File: src/rtl/merac_datapath.sv
// rtl/merac_datapath.sv - merac register file (16 x 8, two write / two read ports) plus combinational ALU
module merac_datapath #(
    parameter int WIDTH_WORD = 8,
    parameter int WIDTH_SEG  = 4
) (
    input  logic                  clk,
    input  logic                  rst_n,
    input  logic                  we0,
    input  logic [WIDTH_SEG-1:0]  waddr0,
    input  logic [WIDTH_WORD-1:0] wdata0,
    input  logic                  we1,
    input  logic [WIDTH_SEG-1:0]  waddr1,
    input  logic [WIDTH_WORD-1:0] wdata1,
    input  logic [WIDTH_SEG-1:0]  raddr0,
    output logic [WIDTH_WORD-1:0] rdata0,
    input  logic [WIDTH_SEG-1:0]  raddr1,
    output logic [WIDTH_WORD-1:0] rdata1,
    input  logic                  alu_en,
    input  logic [2:0]            alu_func,
    output logic [WIDTH_WORD-1:0] alu_result,
    output logic                  alu_carry
);

    localparam int NUM_REGS = 2 ** WIDTH_SEG;

    typedef enum logic [2:0] {
        ALU_ADD = 3'b000,
        ALU_SUB = 3'b001,
        ALU_AND = 3'b010,
        ALU_OR  = 3'b011,
        ALU_NOT = 3'b100,
        ALU_MV  = 3'b101,
        ALU_EQ  = 3'b110,
        ALU_LT  = 3'b111
    } alu_func_e;

    logic [WIDTH_WORD-1:0] regs_q [NUM_REGS];

    // Port 1 is applied after port 0 so it wins a same-address collision.
    always_ff @(posedge clk) begin
        if (!rst_n) begin
            for (int i = 0; i < NUM_REGS; i++) begin
                regs_q[i] <= '0;
            end
        end else begin
            if (we0) begin
                regs_q[waddr0] <= wdata0;
            end
            if (we1) begin
                regs_q[waddr1] <= wdata1;
            end
        end
    end

    assign rdata0 = regs_q[raddr0];
    assign rdata1 = regs_q[raddr1];

    logic [WIDTH_WORD:0] sum_w;
    logic [WIDTH_WORD:0] diff_w;

    // The extra top bit is the carry for ADD and the borrow (A<B) for SUB.
    assign sum_w  = {1'b0, rdata0} + {1'b0, rdata1};
    assign diff_w = {1'b0, rdata0} - {1'b0, rdata1};

    always_comb begin
        alu_result = '0;
        alu_carry  = 1'b0;
        if (alu_en) begin
            case (alu_func_e'(alu_func))
                ALU_ADD: begin
                    alu_result = sum_w[WIDTH_WORD-1:0];
                    alu_carry  = sum_w[WIDTH_WORD];
                end
                ALU_SUB: begin
                    alu_result = diff_w[WIDTH_WORD-1:0];
                    alu_carry  = diff_w[WIDTH_WORD];
                end
                ALU_AND: alu_result = rdata0 & rdata1;
                ALU_OR:  alu_result = rdata0 | rdata1;
                ALU_NOT: alu_result = ~rdata0;
                ALU_MV:  alu_result = rdata0;
                ALU_EQ:  alu_carry  = (rdata0 == rdata1);
                ALU_LT:  alu_carry  = diff_w[WIDTH_WORD];
                default: begin
                    alu_result = '0;
                    alu_carry  = 1'b0;
                end
            endcase
        end
    end

endmodule

File: config.mk
export PLATFORM = sky130hd
export DESIGN_NAME = merac_datapath
export DESIGN_NICKNAME = d
export VERILOG_FILES = /design/src/rtl/merac_datapath.sv
export SDC_FILE = /design/constraint.sdc
export NUM_CORES = 1
export LEC_CHECK = 0
export CAP_MARGIN = 20
export CORE_MARGIN = 3
export CORE_UTILIZATION = 65
export CTS_CLUSTER_DIAMETER = 120
export DETAILED_ROUTE_END_ITERATION = 10
export GPL_ROUTABILITY_DRIVEN = 0
export PLACE_DENSITY_LB_ADDON = 0.05
export SETUP_SLACK_MARGIN = 0.2
export SLEW_MARGIN = 10
export SYNTH_ARGS = -nofsm -noshare
export SYNTH_HDL_FRONTEND = slang
export SYNTH_SLANG_ARGS = --single-unit
File: constraint.sdc
create_clock -name clk -period 9.67 [get_ports clk]
set_input_delay 1.4505 -clock clk [delete_from_list [all_inputs] [get_ports clk]]
set_output_delay 1.4505 -clock clk [all_outputs]
set_load 0.01 [all_outputs]
==> changes_impl.md <==
### Changed

- Number of enable flip-flop cells: 128
- Cells in synth_stat.txt: 672
- Clock tree buffer depth: 2
- Mux frac, synth: 22.0%
- Unrepaired setup endpoints after global routing: no
- Post-route DRC: 0
- Xor/xnor share: 0.299%
- Instance count of the mapped netlist: 672
- Pwr/cell area: 168 mW/mm^2
- Hold Path Cell Cnt: 4
- Hold_sp: waddr0[2]
- Chip area: 0.0149 mm^2
- Synth Area in Simple Gates: 7.81%
- Finished Layout Cells: 880
- Ant. Diodes: 0
- Comb power frac: 22.0%
- Max-cap viol count: 0
- Total power: 1680 uW
- Syn Nets: 740
- Max-area cell share: 43.8%
- H-tree levels: 4
- Pre-Place Util: 67.9%
- Hold-fix buffers, CTS: 0
- Fmax: 0.126 GHz
- Pins Over Slew Limit: 0
- Drt first-iter violations: 1,095
- Yosys top cell by area: edfxtp_1
- NetSw: 481 uW
- CTS root buffer: clkbuf_16
- Adder share: 4.16%
- Setup crit start kind: primary input
- Hold Fails Final Rpt: 0
- Peak VDD IR: 0.000159 V
- Share of layout cells above drive strength 1: 15.5%
- Chip Height: 122 um
- Total track usage: 37.1%
- Routed len/inst: 29.9 um
- Nets@finish: 764
- Number of setup buffers added after CTS: 0
- Yosys Chip Area: 0.00878 mm^2
- Post-synthesis async set-or-reset flop share: 0%
- Aoi share: 17.6%
- DR vias/cell: 7.74
- Flop pwr share: 40.5%
- Synth-to-layout area growth: 13.7%
- Commonest flop: edfxtp_1
- Initial antenna violation count: 0
- DP Wirelength: 19.4 mm
- TritonCTS clock tree: built
- Hold path endpoint: regs_q[13][5]$_DFFE_PP_
- Largest cells by area after synthesis: edfxtp_1 (44%), mux4_2 (16%), a22o_1 (13%), mux4_1 (4.2%), ha_1 (3.7%)
- Syn_area_per_cell: 13.1 um^2
- Reg with most FFs: regs_q
- Leak Pwr: 0.00355 uW
- Worst Path Max Fanout: 14
- Synth Warn #: 0
- Max reg flops: 128
- Total Neg Setup Slack: 0 ns
- Worst rel slew slack: 35.7%
- Wirelength, routed: 26.3 mm
- Int Pwr: 1200 uW
- Number of global-route vias before repair: 6,498
- Vias: 6,810
- Remaining antenna violation count: 0
- Critical path endpoint category: output pin
- Sw frac: 28.7%
- Largest regs: regs_q x128
- DP Worst Slack: 1.79 ns
- Critical path required time: 8.22 ns
- Seq share, synth: 43.8%
- Cell Area, Synth: 0.00878 mm^2
- Seq cells post-synth: 128
- Final setup violation count: 0
- Top cells by count: a22o_1 (128), edfxtp_1 (128), mux4_2 (63), nor2_1 (48), clkbuf_1 (34)
- Post-layout period usage: 82.2%
- Die W: 122 um
- Largest net degree at the start of global routing: 33
- Arr. time, crit path: 6.50 ns
- Placed Cells: 847
- Hold crit path type: primary input to register
- CTS resizes: 0
- Synth unique cells: 54
- Tool warnings: 44
- Top non-seq family: multiplexers
- Drt first pass iters: 6
- CTS clk-pin slew, worst paths: 0.06 ns
- Outcome: complete, no violations
- Gr ovfl total: 0
- Worst Max-Slew Pin Slew: 0.961 ns
- Critical path type: primary input to output pin
- Min cycle time layout: 7.95 ns
- First-pass GRT wire length: 39.9 mm
## critical path: stages
cell and delay [ns]:
clkdlybuf4s50_1 1.03, buf_4 0.40, mux4_1 0.59, mux4_2 0.54, inv_1 0.09, ha_1 0.32, nor3_1 0.31, a21oi_1 0.14
a2111oi_0 0.62, o31a_1 0.21, o21ai_0 0.09, a21oi_1 0.15, clkdlybuf4s50_1 0.56
## metrics by stage
stage | instance area (um^2) | hold slack, ns | utilization, %
2_1_floorplan | 8780 | 1.89 | -
3_3_place_gp | 9360 | 2.61 | 72.4
3_5_place_dp | 9360 | 2.63 | 72.4
4_1_cts | 9940 | 2.17 | 76.9
5_1_grt | 9980 | 2.25 | 77.2
6_report | 9980 | 2.19 | 77.2
## kinds of logic after synthesis
kind of cell	after synthesis
and+or+nand+nor	139
adders and majority gates	28
muxes	91
buffers and inverters	88
AOI/OAI and AO/OA	195
DFF	128
xor gates and xnor gates	3
## worst max-delay path by stage
stage	startpoint	endpoint	slack, ns	cells past startpoint
after detailed placement	raddr0[0]	alu_result[7]	1.79	13
after floorplan	raddr1[0]	alu_result[7]	3.39	13
after global placement	raddr0[0]	alu_result[7]	1.91	13
after CTS	raddr0[0]	alu_result[7]	1.78	13
after global routing	raddr0[0]	alu_result[7]	1.54	13
final	raddr0[0]	alu_result[7]	1.72	13
## cell usage in the layout, fill, tap and decap left out, types with 2 or more instances in the layout
master	count
a2111oi_0	3
a211oi_1	2
a21o_1	2
a21oi_1	22
a22o_1	128
a31oi_1	5
buf_4	4
bufinv_16	2
clkbuf_16	17
clkdlybuf4s50_1	63
clkinv_2	2
clkinv_4	5
edfxtp_1	128
fa_1	2
ha_1	26
inv_1	22
inv_6	4
mux2_2	3
mux2i_1	11
mux4_1	14
mux4_2	63
nand2_1	32
nand2b_1	6
nand3_1	9
nand3b_1	13
nor2_1	48
nor2b_1	7
nor3_1	7
nor3_2	4
nor3b_1	2
nor4_1	4
o211ai_1	5
o21ai_0	14
o21bai_1	2
or3_1	2
xnor2_1	3
## power groups by stage
stage          registers [uW]  logic (uW)  clock network [uW]
2_1_floorplan             668         249                   0
3_3_place_gp              685         350                   0
3_5_place_dp              688         360                   0
4_1_cts                   677         363                 628
5_1_grt                   681         397                 653
6_report                  680         370                 630
## routing by layer
metal	share of wire (%)	track usage (%)	wire [um]
met5	0	0	0
met2	47	57.6	12400
met3	14	10.6	3800
met1	33	49.1	8780
met4	5.1	17.1	1340
## final cells by class
class,count,area (um^2)
well taps,172,215
clock buffers,17,425
clock inverters,14,156
fillers,831,2950
repair buffers,70,697
multi-input cells,456,4560
inverters,23,86.3
flip-flops and latches,128,3840
final_clocks.png
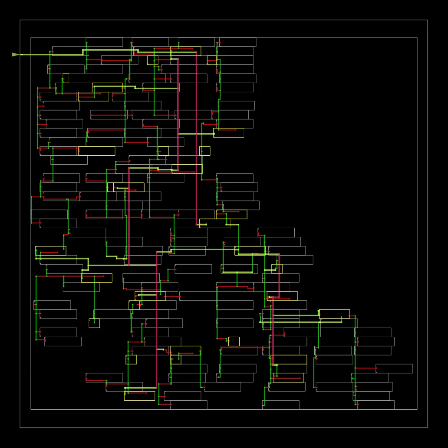
flop count: 128
Clk power: 630 uW
number of clock buffers in the layout: 17
Sink Count: 128
CTS Buf Count: 17

clock_map.png
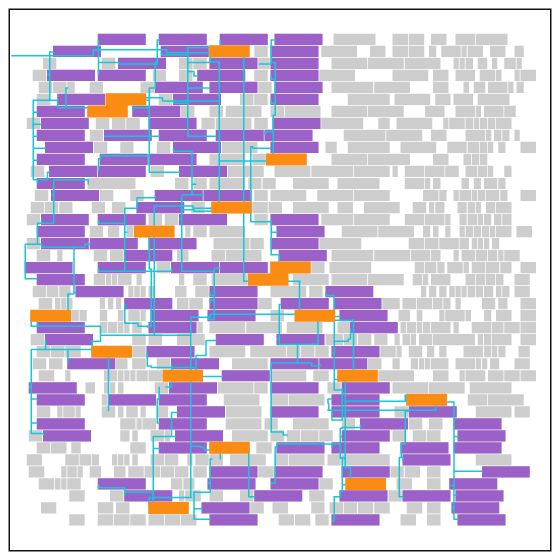
Key: cyan = clock wires [length 1,500 um]; purple = flip-flops [count 128]; orange = cells driving clock nets [count 17]
There are 18 routed clock nets.
clock share of power: 37.5%

drive_strength.png
Scale bar: 20 um.
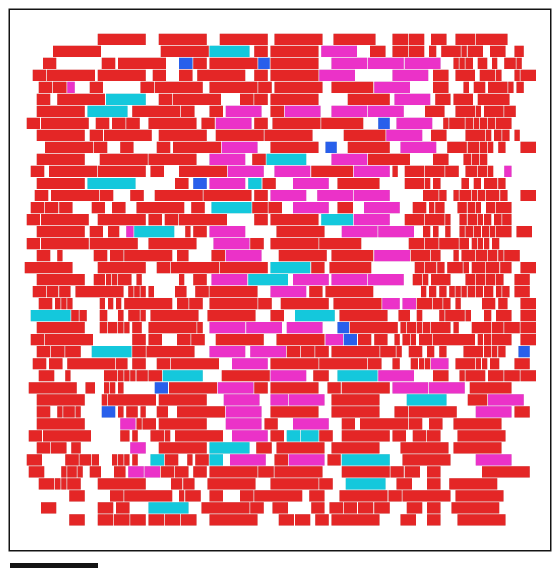
Key: cyan = drive 6 and up [cells 25]; blue = drive 3 to 4 [cells 10]; red = drive 1 or less [cells 598]; magenta = drive 2 [cells 75]
Buffers excl. clock: 70
Design Area, Final: 0.00998 mm^2
Setup WS post-layout: 1.72 ns

cell_classes.png
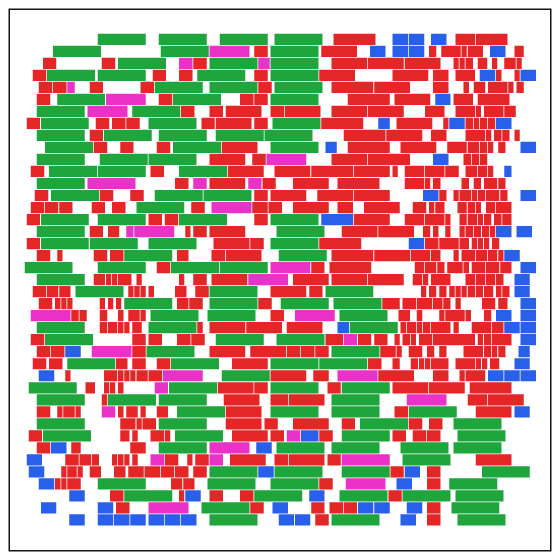
Key: red = all other logic [cells 479, share of their area 48%]; blue = other buffers and delay cells [cells 70, share of their area 7.1%]; magenta = clock drivers and dummy loads [cells 31, share of their area 6.0%]; green = flip-flops [cells 128, share of their area 39%]
Seq/total area: 38.5%
std cell rows: 41
Core Util, Final: 77.2%
Core ar.: 0.0129 mm^2

port_nets.png
Scale bar: 20 um.
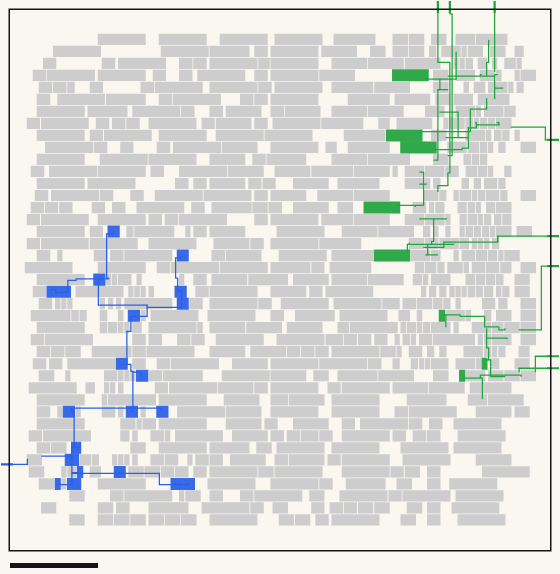
Key: green = rdata0 [direction output, edge 5 right, 3 top, end cells 8, buffers 8, wire 401 um]; blue = rst_n [direction input, edge left, end cells 21, buffers 1, wire 190 um]
PortBufs: 64
io pins: 65

Power and IR drop assume default switching activity.
